run_1/met1.png
Scale bar: 50 um.
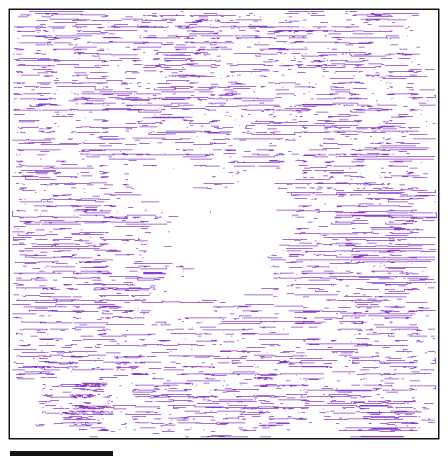
run_1/met2.png
Scale bar: 50 um. Cells faint in the background.
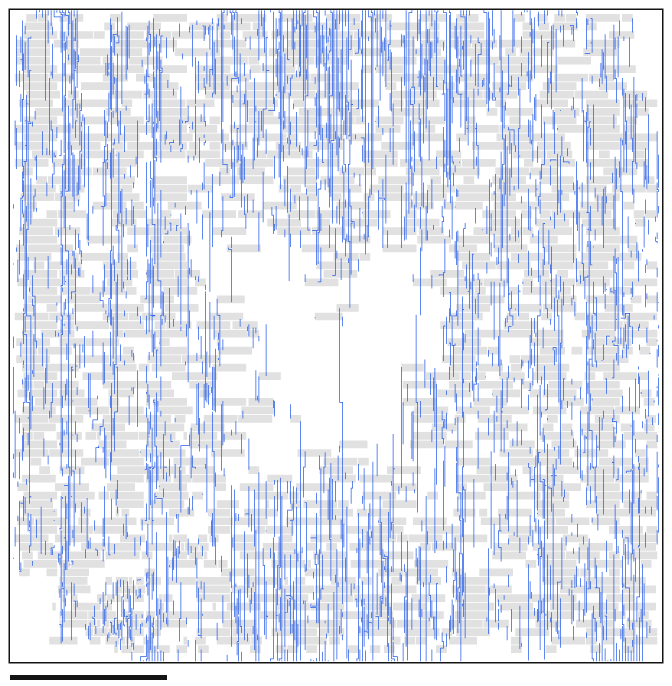
run_1/met3.png
Scale bar: 50 um. Cells faint in the background.
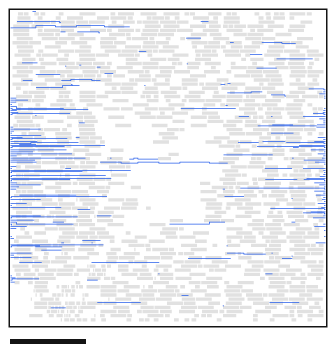
$ cat src/rtl/output_drain_scheduler_if.sv
// Handshake bundle between the datapath result port, the output drain
// scheduler and the external drain consumer.
interface output_drain_scheduler_if #(
  parameter int DATA_WIDTH = 32,
  parameter int DEPTH      = 4
);
  localparam int CW = $clog2(DEPTH) + 1;

  logic                  in_valid;
  logic [DATA_WIDTH-1:0] in_data;
  logic [31:0]           in_x;
  logic [31:0]           in_y;
  logic [31:0]           in_ch;
  logic                  stall;
  logic                  out_valid;
  logic                  out_ready;
  logic [DATA_WIDTH-1:0] out_data;
  logic [31:0]           out_x;
  logic [31:0]           out_y;
  logic [31:0]           out_ch;
  logic [CW-1:0]         count;
  logic                  overflow;

  // The surrounding controller and drain consumer.
  modport master (
    output in_valid, in_data, in_x, in_y, in_ch, out_ready,
    input  stall, out_valid, out_data, out_x, out_y, out_ch, count, overflow
  );

  // The scheduler itself.
  modport slave (
    input  in_valid, in_data, in_x, in_y, in_ch, out_ready,
    output stall, out_valid, out_data, out_x, out_y, out_ch, count, overflow
  );
endinterface

$ cat src/rtl/output_drain_scheduler.sv
// Circular FIFO that buffers datapath results with coordinates and drains them in order.
// Optional same-cycle bypass when empty is enabled by defining OUT_DRAIN_BYPASS_EN.
module output_drain_scheduler #(
  parameter int DATA_WIDTH = 32,
  parameter int DEPTH      = 4
) (
  input  logic                    clk,
  input  logic                    arst_in,
  output_drain_scheduler_if.slave bus
);
  localparam int AW = $clog2(DEPTH);
  localparam int CW = AW + 1;

  typedef struct packed {
    logic [DATA_WIDTH-1:0] data;
    logic [31:0]           x;
    logic [31:0]           y;
    logic [31:0]           ch;
  } entry_t;

  typedef enum logic [1:0] {EMPTY, PARTIAL, FULL} occ_state_t;

  occ_state_t    state;
  occ_state_t    state_next;
  entry_t        mem [DEPTH];
  entry_t        head;
  entry_t        in_entry;
  logic [AW-1:0] wr_ptr;
  logic [AW-1:0] rd_ptr;
  logic [CW-1:0] count;
  logic [CW-1:0] count_next;
  logic          overflow;
  logic          out_valid;
  logic          push;
  logic          pop;
  logic          store;
  logic          advance;
  logic          bypass;

  assign in_entry = '{data: bus.in_data, x: bus.in_x, y: bus.in_y, ch: bus.in_ch};

`ifdef OUT_DRAIN_BYPASS_EN
  assign bypass = (state == EMPTY) && bus.in_valid;
`else
  assign bypass = 1'b0;
`endif

  // A bypassed entry consumed in the same cycle never touches storage or pointers.
  always_comb begin
    out_valid = (state != EMPTY) || bypass;
    head      = bypass ? in_entry : mem[rd_ptr];
    pop       = out_valid && bus.out_ready;
    push      = bus.in_valid && ((state != FULL) || pop);
    store     = push && !(bypass && bus.out_ready);
    advance   = pop && !bypass;
    count_next = count;
    if (store && !advance) begin
      count_next = count + CW'(1);
    end else if (!store && advance) begin
      count_next = count - CW'(1);
    end
  end

  always_comb begin
    state_next = state;
    if (count_next == '0) begin
      state_next = EMPTY;
    end else if (count_next == CW'(DEPTH)) begin
      state_next = FULL;
    end else begin
      state_next = PARTIAL;
    end
  end

  always_ff @(posedge clk or posedge arst_in) begin
    if (arst_in) begin
      state <= EMPTY;
    end else begin
      state <= state_next;
    end
  end

  always_ff @(posedge clk or posedge arst_in) begin
    if (arst_in) begin
      count    <= '0;
      wr_ptr   <= '0;
      rd_ptr   <= '0;
      overflow <= 1'b0;
    end else begin
      count <= count_next;
      if (store) begin
        wr_ptr <= wr_ptr + AW'(1);
      end
      if (advance) begin
        rd_ptr <= rd_ptr + AW'(1);
      end
      if (bus.in_valid && !push) begin
        overflow <= 1'b1;
      end
    end
  end

  // Storage carries no reset; stale contents are hidden behind out_valid.
  always_ff @(posedge clk) begin
    if (store) begin
      mem[wr_ptr] <= in_entry;
    end
  end

  assign bus.out_valid = out_valid;
  assign bus.out_data  = head.data;
  assign bus.out_x     = head.x;
  assign bus.out_y     = head.y;
  assign bus.out_ch    = head.ch;
  assign bus.count     = count;
  assign bus.overflow  = overflow;
  assign bus.stall     = (count >= CW'(DEPTH - 1));

endmodule
$ cat src/flat_wrapper.sv
// flat-port wrapper written by rule: the top's interface ports become plain ports
module output_drain_scheduler_flat 
#(
  parameter int DATA_WIDTH = 32,
  parameter int DEPTH      = 4
)
  (clk, arst_in, bus_in_valid, bus_in_data, bus_in_x, bus_in_y, bus_in_ch, bus_out_ready, bus_stall, bus_out_valid, bus_out_data, bus_out_x, bus_out_y, bus_out_ch, bus_count, bus_overflow);
  output_drain_scheduler_if #(.DATA_WIDTH(DATA_WIDTH), .DEPTH(DEPTH)) bus_i ();
  input  logic clk;
  input  logic arst_in;
  input wire logic [$bits(bus_i.in_valid)-1:0] bus_in_valid;
  input wire logic [$bits(bus_i.in_data)-1:0] bus_in_data;
  input wire logic [$bits(bus_i.in_x)-1:0] bus_in_x;
  input wire logic [$bits(bus_i.in_y)-1:0] bus_in_y;
  input wire logic [$bits(bus_i.in_ch)-1:0] bus_in_ch;
  input wire logic [$bits(bus_i.out_ready)-1:0] bus_out_ready;
  output wire logic [$bits(bus_i.stall)-1:0] bus_stall;
  output wire logic [$bits(bus_i.out_valid)-1:0] bus_out_valid;
  output wire logic [$bits(bus_i.out_data)-1:0] bus_out_data;
  output wire logic [$bits(bus_i.out_x)-1:0] bus_out_x;
  output wire logic [$bits(bus_i.out_y)-1:0] bus_out_y;
  output wire logic [$bits(bus_i.out_ch)-1:0] bus_out_ch;
  output wire logic [$bits(bus_i.count)-1:0] bus_count;
  output wire logic [$bits(bus_i.overflow)-1:0] bus_overflow;
  assign bus_i.in_valid = bus_in_valid;
  assign bus_i.in_data = bus_in_data;
  assign bus_i.in_x = bus_in_x;
  assign bus_i.in_y = bus_in_y;
  assign bus_i.in_ch = bus_in_ch;
  assign bus_i.out_ready = bus_out_ready;
  assign bus_stall = bus_i.stall;
  assign bus_out_valid = bus_i.out_valid;
  assign bus_out_data = bus_i.out_data;
  assign bus_out_x = bus_i.out_x;
  assign bus_out_y = bus_i.out_y;
  assign bus_out_ch = bus_i.out_ch;
  assign bus_count = bus_i.count;
  assign bus_overflow = bus_i.overflow;
  output_drain_scheduler #(.DATA_WIDTH(DATA_WIDTH), .DEPTH(DEPTH)) u_core (.clk(clk), .arst_in(arst_in), .bus(bus_i));
endmodule
$ cat config.mk
export PLATFORM = sky130hd
export DESIGN_NAME = output_drain_scheduler_flat
export DESIGN_NICKNAME = d
export VERILOG_FILES = /design/src/rtl/output_drain_scheduler_if.sv /design/src/rtl/output_drain_scheduler.sv /design/src/flat_wrapper.sv
export SDC_FILE = /design/constraint.sdc
export NUM_CORES = 1
export LEC_CHECK = 0
export ABC_AREA = 0
export CORE_UTILIZATION = 45
export CTS_CLUSTER_DIAMETER = 120
export CTS_CLUSTER_SIZE = 8
export DETAILED_ROUTE_END_ITERATION = 7
export PLACE_DENSITY_LB_ADDON = 0.12
export SLEW_MARGIN = 20
export SYNTH_ARGS = -nofsm -noshare
export SYNTH_HDL_FRONTEND = slang
export SYNTH_SLANG_ARGS = --single-unit
$ cat constraint.sdc
create_clock -name clk -period 5.6 [get_ports clk]
set_clock_uncertainty 0.15 [all_clocks]
set_input_delay 1.68 -clock clk [delete_from_list [all_inputs] [get_ports clk]]
set_output_delay 1.68 -clock clk [all_outputs]
set_load 0.005 [all_outputs]
==> impl_metrics.yaml, run 1 <==
# implementation run metrics
setup_path:
  max_stage_delay_ns: 0.74
  cp_max_fo: 39
  critPathLaunch: "u_core.rd_ptr[0]"
  crit_path_end_kind: "output port"
  setup.worst_path.start_class: "register"
  cp.required_ns: 3.77
  critPathTopFamily: "buffers and inverters"
  reg2reg_depth: 4
  cp.arrival_ns: 2.80
  cpMaxStageDelayCell: "dfrtp_4"
  path_depth: 3
  reg2reg_to: "u_core.mem[2][62]"
  reg2reg_from: "u_core.state[1]"
  reg2reg_slack_ns: 3.37
  cp-endpoint: "bus_out_x[6]"
  cp_cell_sequence: "buf_12, mux4_2, clkdlybuf4s50_1"
  worst-path-buf-inv: 2
grt:
  globalRouteTotalUtil_pct: 17.6
  grt_pass1_wl_um: 56700
  grt_max_degree: 68
  antenna_found_initial: 2
  overflow: 0
synthesis:
  synth_flops: 522
  synth-edff-count: 512
  yosys_warnings: 0
  synth_area_per_cell_sq_um: 25.7
  ys_cells: 741
  postSynthCellCount: 741
  ys_seq_share_pct: 81.9
  area_leaders: "edfxtp_1 (81%), mux4_2 (15%), dfrtp_1 (1.3%)"
  ff_type: "edfxtp_1"
  top_cell_area_share_pct: 80.6
  async_reset_ff_share_pct: 1.92
clock_network:
  root_buffer: "clkbuf_16"
  cts_tree: "yes"
  cts_sinks: 522
  clockBufferDepth: 3
  cts_inserted_buffers: 75
  h-tree-depth: 3
  cts.hold.buffers_added: 0
  ctsResizeCount: 0
min_path:
  whs_path_depth: 1
  whs_endpoint: "u_core.bus.overflow"
  hold_path.class: "reg -> reg"
cells_and_area:
  largest_cell_class: "registers"
  ff_latch_area_sq_um: 15600
  drive_gt1_share_pct: 21.8
  area_delta_synth_final_pct: 28.7
  buf_share_pct: 11.9
  nonClockBufferCount: 280
  layout_top_cells: "edfxtp_1 (512), clkdlybuf4s50_1 (265), mux4_2 (128), clkbuf_16 (76), clkbuf_1 (13)"
  num-fill-cells: 3009
sta:
  setup_slack_ns: 0.966
  timing.hold.ws_ns: 0.317
  finalCriticalPeriod_ns: 4.63
  final_max_slew_viol_count: 0
  setup_viol: 0
  tightest_slew_ns: 0.656
  maxSlewHeadroom_pct: 56.3
  rsz0062_at_grt: "false"
  period_used_pct: 82.8
  fmax_ghz: 0.216
placement:
  hpwl_um: 21200
  port_buffers: 265
  place_congestion: 0.712
floorplanning:
  dieArea_sq_um: 43200
  fp-utilization_pct: 45.6
  nWellTaps: 539
  io-pin-count: 266
  die_w_um: 208
  row_count: 75
run_status:
  status: "finished, final reports clean"
power_and_ir_drop:
  top_power_group: "sequential cells"
  p_leak_uw: 0.00799
  p_comb_share_pct: 29.4
  pwr-share-seq_pct: 40.9
  ir_drop_uv: 341
  p_int_uw: 9790
  p_sw_uw: 3380
  sw_frac_of_total_pct: 25.7
  clock_power_share_pct: 29.7
  seq_cell_power_uw: 5390
job:
  warnings: 30
routing:
  drt_iter0_markers: 638
  avgRoutedWirePerCell_um: 22.7
  remaining_drc_errors: 0
  avgViaCountPerCell: 5.29
  first_pass_iters: 4
  postRouteAntennaNets: 0
Back to the opening pictures, met1.png:
main direction	horizontal
share of all routed wire	41%
nets with wire on the layer	1108
longest straight run	54.3 um
wire length on this layer	15200 um
via count: 8589
met1 usage: 22.8%
final wirelength: 36800 um

Back to the opening pictures, met2.png:
wire length on this layer	17900 um
share of all routed wire	49%
nets with wire on the layer	1118
met2 Use GR: 27.6%

Back to the opening pictures, met3.png:
longest straight run	78.9 um
main direction	horizontal
share of all routed wire	7.6%
met3 Use GR: 6.11%

[run 1: Yosys cell counts, drive strengths merged, types with 2 or more instances]
library cell,number
clkbuf,8
nand2,5
nand3,2
or2,2
edfxtp,512
inv,9
o21ai,3
xnor2,4
a211oi,2
or3b,2
dfrtp,10
a21oi,2
buf,24
nor2,2
and2,4
nand3b,2
nor2b,2
ha,7
mux4,128
[run 1: cell families after synthesis]
group / after synthesis / synth area share (%)
AND-OR/OR-AND: 13 / 0.485
AND/OR/NAND/NOR: 25 / 0.820
flip-flops: 522 / 81.9
adder cells (fa/ha/maj): 7 / 0.459
buffers and inverters: 41 / 0.984
multiplexers: 128 / 15.1
XOR/XNOR: 5 / 0.230
[run 1: sequential cells by signal, summed over array words and instances (netlist names)]
name                 cells
u_core.bus.count         3
u_core.bus.overflow      1
u_core.mem             512
u_core.rd_ptr            2
u_core.state             2
u_core.wr_ptr            2
[run 1: worst reg2reg max path, cell delays in order, from the launching register on]
cell and delay (ns):
dfrtp_1 0.43, inv_1 0.10, o31a_2 0.23, and2_4 0.48
buf_12 0.37
[run 1: metrics by stage]
| stage | power (uW) | area (sq um) | cells |
|---|---|---|---|
| 2_1_floorplan | 7320 | 19100 | 741 |
| 3_3_place_gp | 9410 | 22500 | 1528 |
| 3_5_place_dp | 9440 | 22500 | 1528 |
| 4_1_cts | 13400 | 24500 | 1624 |
| 5_1_grt | 13800 | 24500 | 1624 |
| 6_report | 13200 | 24600 | 1625 |
[run 1: metal layers]
metal	share of wire, %	GRT usage (%)
met5	0.030	0
met2	49	27.6
met4	2.5	6.87
met3	7.6	6.11
met1	41	22.8
run_1/final_congestion.png
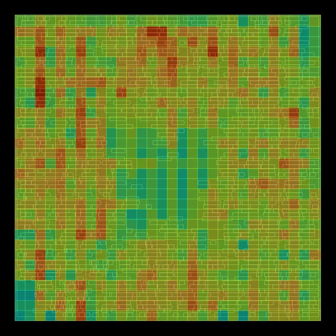

## Run 2: what changed since run 1
- clock period: 5.6 -> 3.95 ns (I/O delays scaled with it)
run_2/final_congestion.png
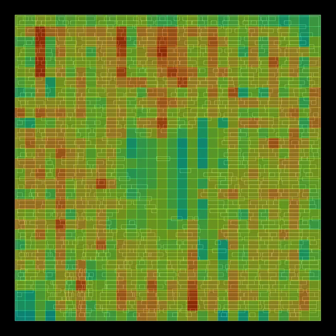
WL per Instance: 22.8 um
gr busiest metal: met2
Global Route Usage Sum: 17.7%

==> run 2 against run 1 <==
Final area increased by 1.6%; die area unchanged; cell count increased by 1.0%; sequential share of layout area decreased by 1.0 points; sequential cell count unchanged; synthesized cell count unchanged; critical path type unchanged.
==> impl_metrics.yaml, run 2 <==
# implementation run metrics
setup_path:
  crit_path_end_kind: "output port"
  cp_cell_sequence: "buf_16, mux4_2, clkdlybuf4s50_1"
  cp_max_fo: 49
  worst-path-buf-inv: 2
  max_stage_delay_ns: 0.55
  setup.worst_path.start_class: "register"
synthesis:
  logic_family: "multiplexers"
  xor_share_pct: 0.230
  synth_flops: 522
  ys_seq_share_pct: 81.9
  ys_sh_adder_pct: 0.459
  simple_gate_area_share_pct: 0.820
  yosys_warnings: 0
  synthTopCellsByCount: "edfxtp_1 (512), mux4_2 (128), buf_2 (15)"
  synth_area_per_cell_sq_um: 25.7
  aoi_share_pct: 0.485
grt:
  antenna_found_initial: 4
  grt_pass1_wl_um: 56800
  grt_max_degree: 72
job:
  warnings: 31
power_and_ir_drop:
  pwr-share-seq_pct: 40.4
  sw_frac_of_total_pct: 26.0
  ir_drop_uv: 429
floorplanning:
  nWellTaps: 539
  row_count: 75
cells_and_area:
  drive_gt1_share_pct: 23.0
  num-fill-cells: 2969
  layout_top_cells: "edfxtp_1 (512), clkdlybuf4s50_1 (196), mux4_2 (128), clkbuf_16 (75), dlymetal6s2s_1 (61)"
  ff_latch_area_sq_um: 15600
sta:
  fmax_ghz: 0.258
  maxSlewHeadroom_pct: 65.1
  rsz0062_at_grt: "true"
  period_used_pct: 98.1
run_status:
  status: "finished, final reports clean"
clock_network:
  cts.hold.buffers_added: 0
run_2/met2.png
Scale bar: 50 um. Cells faint in the background.
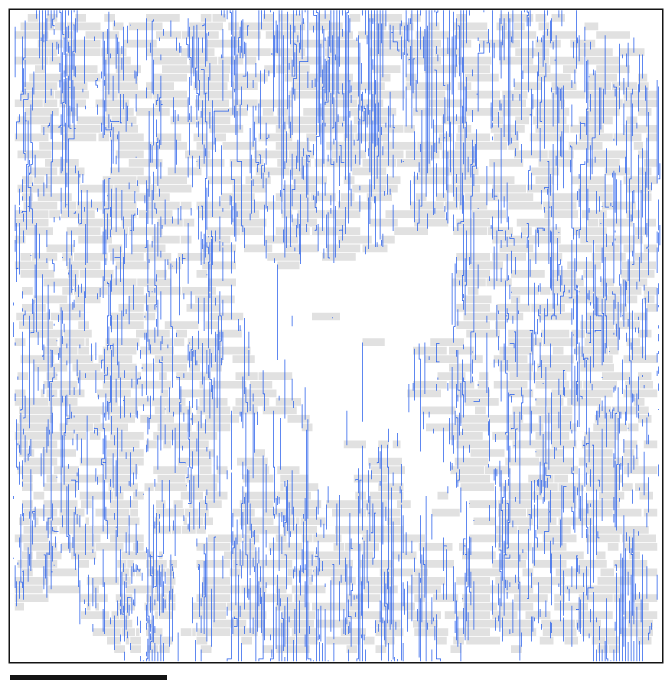
met2 Use GR: 27.8%
via count: 8700
final wirelength: 37400 um

run 2: cell counts after synthesis:
No cell type changed its count.
run 2: final timing paths:
| check | from | end | slack [ns] | cells after the start |
|---|---|---|---|---|
| worst min register to register | u_core.bus.overflow | u_core.bus.overflow | 0.31 | 1 |
| worst max register to register | u_core.bus.count[1] | u_core.state[1] | 1.88 | 6 |
| worst max-delay path | u_core.rd_ptr[0] | bus_out_x[18] | 0.07 | 3 |
| worst min-delay path | u_core.bus.overflow | u_core.bus.overflow | 0.31 | 1 |
| min in group asynchronous | arst_in | u_core.bus.overflow | 0.74 | 2 |
| max in group asynchronous | arst_in | u_core.rd_ptr[1] | 2.58 | 2 |
run 2: kinds of logic after synthesis:
group           count (synthesis)
compound gates                 13
xor+xnor                        5
fa+ha+maj                       7
buf+inv                        41
flops                         522
mux                           128
simple gates                   25
run 2: metrics by stage:
stage / instances / setup TNS [ns] / hold slack [ns] / instance area (sq um)
after floorplan: 741 / 0 / 0.301 / 19100
after global placement: 1544 / 0 / 0.302 / 22700
after detailed placement: 1544 / 0 / 0.307 / 22700
after CTS: 1640 / 0 / 0.318 / 24800
after global routing: 1640 / -0.146 / 0.347 / 24900
final: 1642 / 0 / 0.311 / 25000
run 2: per-layer routing:
layer / vias to the layer above / routed length (um) / global-route usage, %
met2: 268 / 18400 / 27.8
met1: 4500 / 15200 / 22.9
met4: 6 / 723 / 5.59
li1: 3860 / - / -
met5: - / 35 / 0
met3: 66 / 3160 / 6.82
run 2: worst reg2reg max path, delay by kind of cell (launching register included):
| family | cells | cell delay [ns] |
|---|---|---|
| simple gates | 3 | 0.86 |
| buf+inv | 1 | 0.09 |
| compound gates | 1 | 0.09 |
| fa+ha+maj | 1 | 0.32 |
| flops | 1 | 0.44 |
Power and IR drop assume default switching activity.
